==> run_1/clk_routes.png <==
The bar under the picture is 20 µm long.
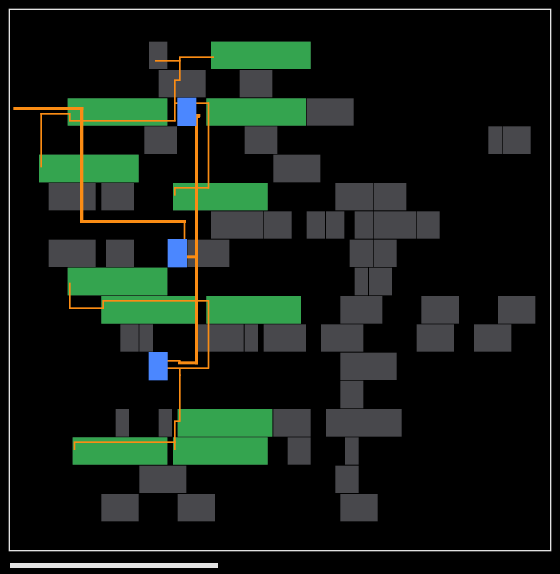
==> run_1/congestion.png <==
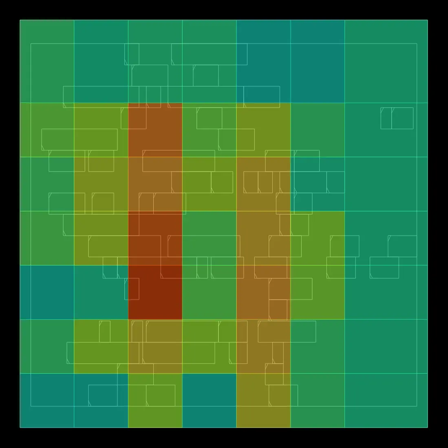
==> run_1/logic_types.png <==
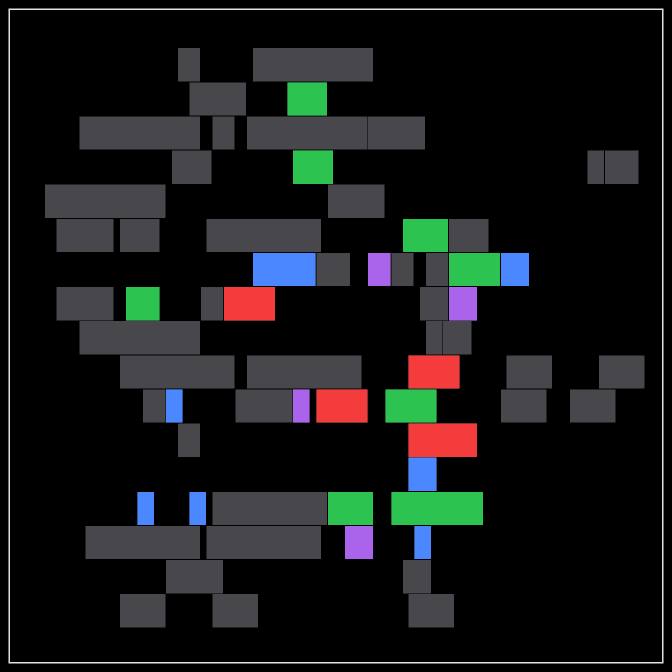
### config.mk
export PLATFORM = sky130hd
export DESIGN_NAME = ttl_rr_bus_arbiter
export DESIGN_NICKNAME = d
export VERILOG_FILES = /design/src/rtl/ttl_rr_bus_arbiter_pkg.sv /design/src/rtl/ttl_rr_bus_arbiter_pick.sv /design/src/rtl/ttl_rr_bus_arbiter.sv
export SDC_FILE = /design/constraint.sdc
export NUM_CORES = 1
export LEC_CHECK = 0
export CORE_UTILIZATION = 23
export CTS_BUF_LIST = sky130_fd_sc_hd__clkbuf_2
export DETAILED_ROUTE_END_ITERATION = 8
export GPL_TIMING_DRIVEN = 0
export PLACE_DENSITY_LB_ADDON = 0.2
export SKIP_CTS_REPAIR_TIMING = 1
export SLEW_MARGIN = 0
export SYNTH_ARGS = -nofsm -noshare
export SYNTH_HDL_FRONTEND = slang
export SYNTH_SLANG_ARGS = --single-unit
### constraint.sdc
create_clock -name Clk -period 1.6 [get_ports Clk]
set_input_delay 0.16 -clock Clk [delete_from_list [all_inputs] [get_ports Clk]]
set_output_delay 0.16 -clock Clk [all_outputs]
set_load 0.03 [all_outputs]
### src/rtl/ttl_rr_bus_arbiter_pkg.sv
`default_nettype none
// +--------------------------------------------------------------------------+
// | ttl_arb_defs : shared state encodings and index-width helper for the     |
// |                round-robin bus arbiter.                                  |
// | Revision     : 1.0                                                       |
// +--------------------------------------------------------------------------+
package ttl_arb_defs;

  typedef enum logic [1:0] {
    ST_IDLE  = 2'd0,
    ST_GRANT = 2'd1,
    ST_TURN  = 2'd2
  } arb_state_t;

  // Index width for n items, never narrower than one bit.
  function automatic int clog2(input int n);
    int w;
    w = 1;
    while ((1 << w) < n) w++;
    return w;
  endfunction

endpackage
`default_nettype wire

### src/rtl/ttl_rr_bus_arbiter_pick.sv
`default_nettype none
// +--------------------------------------------------------------------------+
// | ttl_rr_pick : combinational rotating-priority picker; the first valid    |
// |               bit at or after ptr (modulo BLOCKS) wins.                  |
// | Revision    : 1.0                                                        |
// +--------------------------------------------------------------------------+
module ttl_rr_pick
  import ttl_arb_defs::*;
#(
  parameter int BLOCKS = 4
) (
  input  logic [BLOCKS-1:0]         valid,
  input  logic [clog2(BLOCKS)-1:0]  ptr,
  output logic                      any,
  output logic [clog2(BLOCKS)-1:0]  winner
);

  localparam int W = clog2(BLOCKS);

  logic [W-1:0] w_idx;

  // Scan from the farthest rotation back to ptr so the nearest hit is kept.
  always_comb begin
    winner = '0;
    w_idx  = '0;
    for (int k = BLOCKS - 1; k >= 0; k--) begin
      w_idx = W'((int'(ptr) + k) % BLOCKS);
      if (valid[w_idx]) winner = w_idx;
    end
  end

  assign any = |valid;

endmodule
`default_nettype wire

### src/rtl/ttl_rr_bus_arbiter.sv
`default_nettype none
// +--------------------------------------------------------------------------+
// | ttl_rr_bus_arbiter : TTL-style round-robin owner sequencer for a shared  |
// |   wired-OR bus, with one dead cycle between owners.                      |
// |   Optional hold-time limit: define TTL_ARB_TIMEOUT_EN.                   |
// | Revision : 1.0                                                           |
// +--------------------------------------------------------------------------+
module ttl_rr_bus_arbiter
  import ttl_arb_defs::*;
#(
  parameter int BLOCKS     = 4,
  parameter int TIMEOUT    = 16,
  parameter int DELAY_RISE = 0,
  parameter int DELAY_FALL = 0
) (
  input  logic                      Clk,
  input  logic                      Clear_bar,
  input  logic [BLOCKS-1:0]         Req_bar,
  input  logic                      Done_bar,
  output logic [BLOCKS-1:0]         Grant_bar,
  output logic [clog2(BLOCKS)-1:0]  Enc,
  output logic                      Busy,
  output logic                      Timeout
);

  localparam int ENC_W = clog2(BLOCKS);
  localparam int DLY_D = (DELAY_RISE > DELAY_FALL) ? DELAY_RISE : DELAY_FALL;

  if (BLOCKS < 2 || BLOCKS > 16 || TIMEOUT < 2 || TIMEOUT > 255) begin : g_bad_params
    $error("ttl_rr_bus_arbiter: BLOCKS or TIMEOUT out of range");
  end

  logic [BLOCKS-1:0] w_req_valid;
  logic              w_done;
  logic              w_any;
  logic [ENC_W-1:0]  w_win;
  logic [ENC_W-1:0]  w_ptr_next;
  logic              w_own_valid;
  logic              w_expired;
  logic              w_release;

  arb_state_t        r_state;
  logic [ENC_W-1:0]  r_ptr;
  logic [ENC_W-1:0]  r_enc;
  logic [BLOCKS-1:0] r_gnt_bar;
  logic              r_busy;

  // Pull-up semantics: only a clean 0 is asserted; Z and X read as idle.
  for (genvar i = 0; i < BLOCKS; i++) begin : g_decode
    assign w_req_valid[i] = (Req_bar[i] === 1'b0);
  end
  assign w_done = (Done_bar === 1'b0);

  ttl_rr_pick #(
    .BLOCKS (BLOCKS)
  ) u_pick (
    .valid  (w_req_valid),
    .ptr    (r_ptr),
    .any    (w_any),
    .winner (w_win)
  );

  assign w_own_valid = w_req_valid[r_enc];
  assign w_ptr_next  = (r_enc == ENC_W'(BLOCKS - 1)) ? '0 : r_enc + 1'b1;

`ifdef TTL_ARB_TIMEOUT_EN
  logic [7:0] r_hold;
  logic       r_timeout;
  assign w_expired = (r_hold == 8'(TIMEOUT - 1));
  assign Timeout   = r_timeout;
`else
  assign w_expired = 1'b0;
  assign Timeout   = 1'b0;
`endif

  assign w_release = w_done | ~w_own_valid | w_expired;

  always_ff @(posedge Clk or negedge Clear_bar) begin
    if (!Clear_bar) begin
      r_state   <= ST_IDLE;
      r_ptr     <= '0;
      r_enc     <= '0;
      r_gnt_bar <= '1;
      r_busy    <= 1'b0;
`ifdef TTL_ARB_TIMEOUT_EN
      r_hold    <= '0;
      r_timeout <= 1'b0;
`endif
    end else begin
`ifdef TTL_ARB_TIMEOUT_EN
      r_timeout <= 1'b0;
`endif
      case (r_state)
        ST_IDLE, ST_TURN: begin
          if (w_any) begin
            r_state   <= ST_GRANT;
            r_gnt_bar <= ~(BLOCKS'(1) << w_win);
            r_enc     <= w_win;
            r_busy    <= 1'b1;
`ifdef TTL_ARB_TIMEOUT_EN
            r_hold    <= '0;
`endif
          end else begin
            r_state <= ST_IDLE;
            r_busy  <= 1'b0;
          end
        end
        ST_GRANT: begin
          if (w_release) begin
            r_state   <= ST_TURN;
            r_gnt_bar <= '1;
            r_ptr     <= w_ptr_next;
`ifdef TTL_ARB_TIMEOUT_EN
            // A simultaneous Done or withdrawal is a normal release.
            r_timeout <= w_expired & ~w_done & w_own_valid;
`endif
          end
`ifdef TTL_ARB_TIMEOUT_EN
          else begin
            r_hold <= r_hold + 8'd1;
          end
`endif
        end
        default: r_state <= ST_IDLE;
      endcase
    end
  end

  assign Enc  = r_enc;
  assign Busy = r_busy;

  // Pin delays are counted in Clk periods; internal state never sees them.
  if (DELAY_RISE == 0 && DELAY_FALL == 0) begin : g_no_delay
    assign Grant_bar = r_gnt_bar;
  end else begin : g_delay
    localparam int RI = (DELAY_RISE > 0) ? DELAY_RISE - 1 : 0;
    localparam int FI = (DELAY_FALL > 0) ? DELAY_FALL - 1 : 0;

    logic [BLOCKS-1:0] r_tap [DLY_D];
    logic [BLOCKS-1:0] r_out;
    logic [BLOCKS-1:0] w_rise;
    logic [BLOCKS-1:0] w_fall;

    always_ff @(posedge Clk or negedge Clear_bar) begin
      if (!Clear_bar) begin
        for (int k = 0; k < DLY_D; k++) r_tap[k] <= '1;
        r_out <= '1;
      end else begin
        r_tap[0] <= r_gnt_bar;
        for (int k = 1; k < DLY_D; k++) r_tap[k] <= r_tap[k-1];
        r_out <= Grant_bar;
      end
    end

    assign w_rise    = (DELAY_RISE == 0) ? r_gnt_bar : r_tap[RI];
    assign w_fall    = (DELAY_FALL == 0) ? r_gnt_bar : r_tap[FI];
    assign Grant_bar = (r_out & w_fall) | (~r_out & w_rise);
  end

endmodule
`default_nettype wire
==> flow_summary_export.csv, run 1 <==
group,metric,value,unit
power_and_ir_drop,pg_clk,160,µW
critical_path,reg2reg_from,"Enc[1]",
yosys,yosys_area,574,µm²
drt,vias,443,
job,tool_warnings,26,
clocking,clk_pin_slew,0.11,ns
yosys,area_leaders,"dfrtp_1, dfstp_2, mux2_1",
critical_path,cp.required,1.75,ns
power_and_ir_drop,clkPwrFrac,0.104,
place,portBuffers,13,
place,place.gp.congestion,0.691,
die,rows,17,
drt,drt_iter0_drc,6,
drt,wl_per_cell,13.2,µm
status,outcome,"finished clean",
yosys,seq_area_frac_synth,0.488,
global_routing,grt-ovfl-total,0,
yosys,yosys-dominant-comb-family,"AND-OR/OR-AND gates",
yosys,yosys.area_share.aoi,0.259,
power_and_ir_drop,pg_seq,549,µW
power_and_ir_drop,powerComb,827,µW
power_and_ir_drop,power_density,1980,mW/mm²
yosys,yosys_cells,48,
critical_path,arrival,1.64,ns
global_routing,antenna_found_initial,0,
power_and_ir_drop,swShare,0.407,
power_and_ir_drop,pwr-share-comb,0.538,
job,maxCapViolations,0,
final_layout,antenna_cells,0,
die,nWellTaps,28,
final_layout,flop_area,282,µm²
timing,setup_violations,0,
critical_path,crit_slowest_cell,"dfrtp_2",
final_layout,seq_share,0.363,
final_layout,logic_gates,35,
drt,via_per_inst,4.76,
final_layout,largest_cell_class,"combinational gates",
drt,drc,0,
critical_path,path_class,"flip-flop to flip-flop",
yosys,synthSimpleGateAreaFrac,0.120,
place,dp_hpwl,908,µm
clocking,cts.path.max_buffers,2,
timing,finalClockPeriodUsage,0.928,
power_and_ir_drop,ir_drop,0.000717,V
timing,setup_tns,0,ns
place,dpl_cell_area,741,µm²
final_layout,layout_top_cells,"clkdlybuf4s50_1, dfrtp_1, dlymetal6s2s_1",
clocking,numCtsBuffers,3,
critical_path,r2r_end,"r_ptr[1]",
timing,fmax,673,MHz
yosys,synthCells,48,
final_layout,clock_buffers,4,
final_layout,fillers,231,
power_and_ir_drop,power_leader,"combinational logic",
critical_path,ff2ff_path_depth,3,
yosys,synth.distinct_cells,29,
drt,drt_pass1_iterations,2,
critical_path,cp-start-kind,"flip-flop",
drt,wl,1220,µm
final_layout,inverters,1,
timing,drv_slew,0,
yosys,yosysTopAreaCell,"dfrtp_1",
global_routing,grt_pass1_wl,2110,µm
final_layout,logic_area,283,µm²
yosys,common_cells,"dfrtp_1, dfstp_2, nand2_1",
die,dieWidth,52.0,µm
final_layout,drive_above_1_share,0.277,
place,dp_cells,89,
timing,period_needed,1.49,ns
power_and_ir_drop,total_power,1.54,mW
global_routing,grt_max_degree,12,
timing,finalHoldViolations,0,
yosys,xor_area_frac,0,
yosys,ys_sh_adder,0.0218,
yosys,edf_count,0,
final_layout,syn_to_final_growth,35.1,%
timing,setup_slack,0.115,ns
final_layout,ff_count,11,
critical_path,crit_start,"Enc[1]",
final_layout,num-nets-final,74,
die,io_pins,15,
timing,hold_ws,0.218,ns
clocking,cts-htree-levels,1,
timing,rsz0062_at_grt,"false",
yosys,synthesis.nets,56,
yosys,syn_area,574,µm²
clocking,cts_tree,"yes",
About clk_routes.png:
blue -> clock drivers  # count 3
green -> flip-flops  # count 11
orange -> clock wires  # length 155 µm
routed clock nets = 4
worst skew pair latency: 0.26 ns
clk_skew: 0.000936 ns

About congestion.png:
gr usage total: 0.112
Final Core Density: 0.341
grt peak-use layer: met1

About logic_types.png:
blue -> NAND gates  # cells 7
purple -> NOR gates  # cells 4, where centre
red -> multiplexers  # cells 4, where centre
green -> AND-OR and OR-AND gates  # cells 8
Comb/total area: 0.365
final non-filler cell total: 93
Top cell excl fill/tap: clkdlybuf4s50_1

-- run 1: worst max-delay path by stage --
stage                        end  slack (ns)  cells past startpoint
finish                  r_ptr[1]        0.11                      3
global route            r_ptr[0]        0.05                      3
CTS                 Grant_bar[1]       -0.03                      1
detailed placement      r_ptr[0]       -0.12                      4
global placement    Grant_bar[1]       -0.12                      5
floorplan               r_ptr[0]        0.10                      3
-- run 1: critical path, delay by kind of cell, from the launching register on --
kind / cells / cell delay, ns
muxes: 2 / 0.63
DFF: 1 / 0.46
AOI/OAI and AO/OA: 1 / 0.29
-- run 1: routing by layer --
metal	global-route usage	routed length (µm)	up-vias
met5	0	0	-
met4	0.0811	34	0
met3	0.0234	67	5
met2	0.150	529	11
met1	0.157	591	209
li1	-	-	218
==> inputs of run 2 (changes only) <==
--- a/config.mk
+++ b/config.mk
@@ -10,3 +10,3 @@
 export DETAILED_ROUTE_END_ITERATION = 8
-export GPL_TIMING_DRIVEN = 0
+export GPL_TIMING_DRIVEN = 1
 export PLACE_DENSITY_LB_ADDON = 0.2
--- a/constraint.sdc
+++ b/constraint.sdc
@@ -3,2 +3,2 @@
 set_output_delay 0.16 -clock Clk [all_outputs]
-set_load 0.03 [all_outputs]
+set_load 0.05 [all_outputs]
==> flow_summary_export.csv, run 2 <==
group,metric,value,unit
final_layout,ff_count,11,
place,place.gp.congestion,0.657,
drt,met2WireLength,549,µm
place,dpl_cell_area,761,µm²
die,rows,17,
critical_path,cp.required,1.74,ns
final_layout,layoutNonFillerInstCount,98,
final_layout,lay_top_count,"buf_4",
final_layout,comb_area_frac,0.362,
global_routing,grt_max_degree,12,
power_and_ir_drop,pg_seq,560,µW
final_layout,antenna_cells,0,
power_and_ir_drop,ir_drop,0.000872,V
yosys,seq_area_frac_synth,0.488,
global_routing,use_met1,0.131,
timing,setup_slack,0.108,ns
global_routing,grt_pass1_wl,2090,µm
yosys,synthesis.nets,56,
drt,vias,457,
final_layout,logic_area,283,µm²
final_layout,logic_gates,35,
final_layout,layout_top_cells,"buf_4, dfrtp_1, clkdlybuf4s50_1",
final_layout,syn_to_final_growth,35.9,%
timing,drv_slew,0,
global_routing,grt_util_met2,0.167,
drt,wl_per_cell,12.7,µm
yosys,yosys_cells,48,
power_and_ir_drop,power_density,2160,mW/mm²
yosys,common_cells,"dfrtp_1, dfstp_2, nand2_1",
final_layout,largest_cell_class,"combinational gates",
global_routing,met3_usage,0.0205,
place,dp_hpwl,991,µm
clocking,cts.path.max_buffers,2,
power_and_ir_drop,power_leader,"combinational logic",
final_layout,num-nets-final,79,
timing,finalClockPeriodUsage,0.933,
timing,fin_skew,0.00683,ns
die,io_pins,15,
timing,period_needed,1.49,ns
drt,drc,0,
timing,fmax,670,MHz
clocking,numCtsBuffers,3,
critical_path,worst-path-stages,3,
clocking,clk_pin_slew,0.10,ns
drt,drt_pass1_iterations,4,
power_and_ir_drop,pwr-share-comb,0.576,
final_layout,clock_buffers,4,
global_routing,grt.total_usage,0.111,
global_routing,grt-ovfl-total,0,
critical_path,crit_slowest_cell,"dfrtp_2",
power_and_ir_drop,swShare,0.445,
yosys,synth.distinct_cells,29,
drt,met3WireLength,65,µm
global_routing,antenna_found_initial,0,
yosys,yosys_area,574,µm²
job,tool_warnings,26,
critical_path,arrival,1.64,ns
timing,setup_violations,0,
final_layout,flop_area,282,µm²
critical_path,crit_buf_inv,0,
clocking,cts_tree,"yes",
yosys,edf_count,0,
status,outcome,"finished clean",
drt,highest_layer,"met4",
final_layout,drive_above_1_share,0.429,
drt,wl_met1,586,µm
power_and_ir_drop,total_power,1.69,mW
global_routing,grt_busiest_layer,"met2",
yosys,syn_area,574,µm²
final_layout,fillers,232,
job,maxCapViolations,0,
==> run 2: cell counts after synthesis <==
Identical to the previous run, type by type.
==> run 2: kinds of logic (layout without fill, tap and decap cells) <==
group                      count (synthesis)  in the layout  synth area share
and+or+nand+nor                           12             12             0.120
DFF                                       11             11             0.488
muxes                                      4              4            0.0850
adders and majority gates                  1              1            0.0218
other                                      1              1           0.00653
AOI/OAI and AO/OA                         17             17             0.259
buffers and inverters                      2             24            0.0196
==> run 2: final timing paths <==
check,startpoint,to,slack [ns]
max,Enc[1],r_ptr[0],0.11
min,Clear_bar,Enc[0],0.22
max reg2reg,Enc[1],r_ptr[0],0.11
min reg2reg,Busy,Busy,0.50
max in group asynchronous,Clear_bar,Enc[1],1.03
min in group Clk,Busy,Busy,0.50
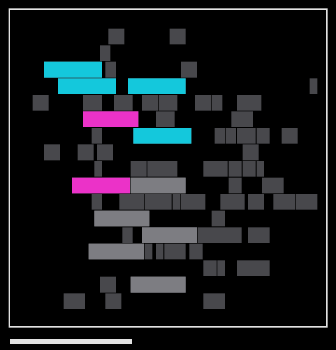
(run_2/flops_by_reg.png)
The bar under the picture is 20 µm long. Other sequential cells in the stronger grey, the rest of the logic in the fainter grey.
magenta -> `Enc`  # flops 2
cyan -> `Grant_bar`  # flops 4

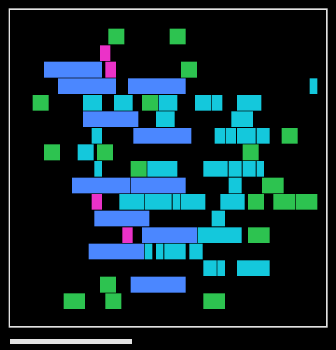
(run_2/placement_by_type.png)
The bar under the picture is 20 µm long.
blue -> flops  # cells 11, share of their area 38%
cyan -> combinational and other logic  # cells 36, share of their area 38%
green -> other buffers and delay cells  # cells 19, share of their area 21%
magenta -> clock drivers and dummy loads  # cells 4, share of their area 2.7%

Power figures rest on the tool's default switching activity, not on a simulated workload.
